Design jk_bank_ctrl_flat, sky130hd; sources not shown.
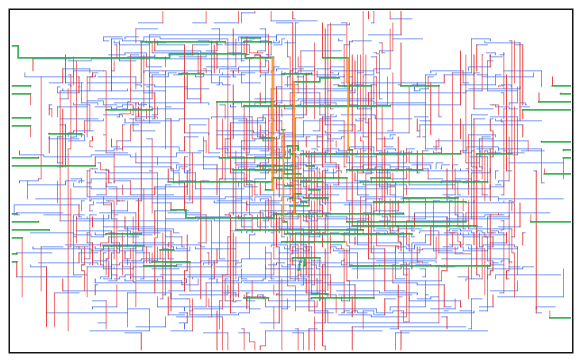
*Metal layers overlaid*
| colour | layer | wire length |
|---|---|---|
| orange | M4 | 76.2 um |
| green | M3 | 635 um |
| red | M2 | 3220 um |
| blue | M1 | 3530 um |
global-route usage over all layers: 29.0%
wire per inst: 14.2 um
Post-Route WL: 7460 um
routed vias: 2922

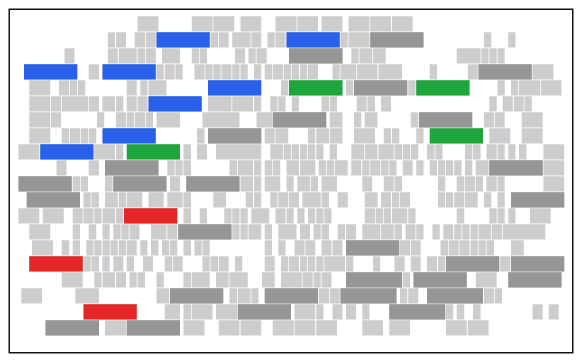
*Where the registers sit*
| colour | signal | sequential cells |
|---|---|---|
| green | u_core.ff_k | 4 |
| red | u_core.dbg_state | 3 |
| blue | u_core.iter_r | 8 |
seq pwr: 1.33 mW
FF+latch area: 1110 um2
sequential cell area share: 31.9%
final core occ: 68.5%

==> run summary <==
max incr delay on CP -> 0.65 ns
Placement Setup Slack -> 0.0588 ns
Non-clk bufs -> 54
Crit path buffers/inverters -> 1
Psw -> 2.22 mW
die width -> 95.5 um
Met1 Wirelength -> 3530 um
CP Cell Sequence -> clkdlybuf4s50_1
final setup violation count -> 0
OpenROAD warning count -> 26
max layer used -> met4
Syn Area/Cell -> 7.08 um2
max reg flops -> 8
Hold Worst Slack -> 0.336 ns
first-pass GRT wire length -> 12300 um
GP Congestion -> 0.929
HPWL after DPL -> 5440 um
fill count -> 404
Tmin final -> 2.33 ns
Worst Path Max Fanout -> 7
total CTS buffers -> 5
# diodes -> 0
die footprint -> 5550 um2
crit path DRT -> 1.80 ns
Power Total -> 4.33 mW
Comb pwr share -> 61.6%
largest net degree at the start of global routing -> 45
most numerous cell in the Yosys netlist -> nand2_1
GR Util met3 -> 8.01%
invs w/o clock -> 55
most instantiated logic cells after routing -> nand2_1 (127), inv_1 (52), clkdlybuf4s50_1 (48), dfrtp_1 (40), o21ai_0 (39)
setup TNS -> 0 ns
r2r setup slk -> 0.37 ns
Gate Count Post-Synth -> 408
#MultiIn Comb -> 298
final net count -> 481
ys cells -> 408
outcome -> completed
met2 usage -> 41.7%
DR vias/cell -> 5.57
tap cells -> 66
VDD IR max -> 0.000820 V
non-clk buf share -> 14.8%
per-stage QoR:
step,cells,area (um2),utilization [%]
2_1_floorplan,408,2890,-
3_3_place_gp,517,3430,67.8
3_5_place_dp,517,3430,67.8
4_1_cts,525,3480,68.8
5_1_grt,525,3460,68.5
6_report,525,3460,68.5
power by group through the flow:
stage,clock network [mW],registers [mW],logic [mW]
after CTS,0.333,1.32,2.68
after global placement,0,1.33,2.59
final,0.330,1.33,2.67
after global routing,0.362,1.37,2.99
after detailed placement,0,1.34,2.65
after floorplan,0,1.51,1.64
cells by family after synthesis:
group | after synthesis | share of synthesized area, %
simple gates | 223 | 36.9
buf+inv | 66 | 9.40
flops | 44 | 38.3
xor+xnor | 4 | 1.21
mux | 1 | 0.390
fa+ha+maj | 1 | 0.433
compound gates | 69 | 13.4
Power is estimated from default activity; no workload was simulated.
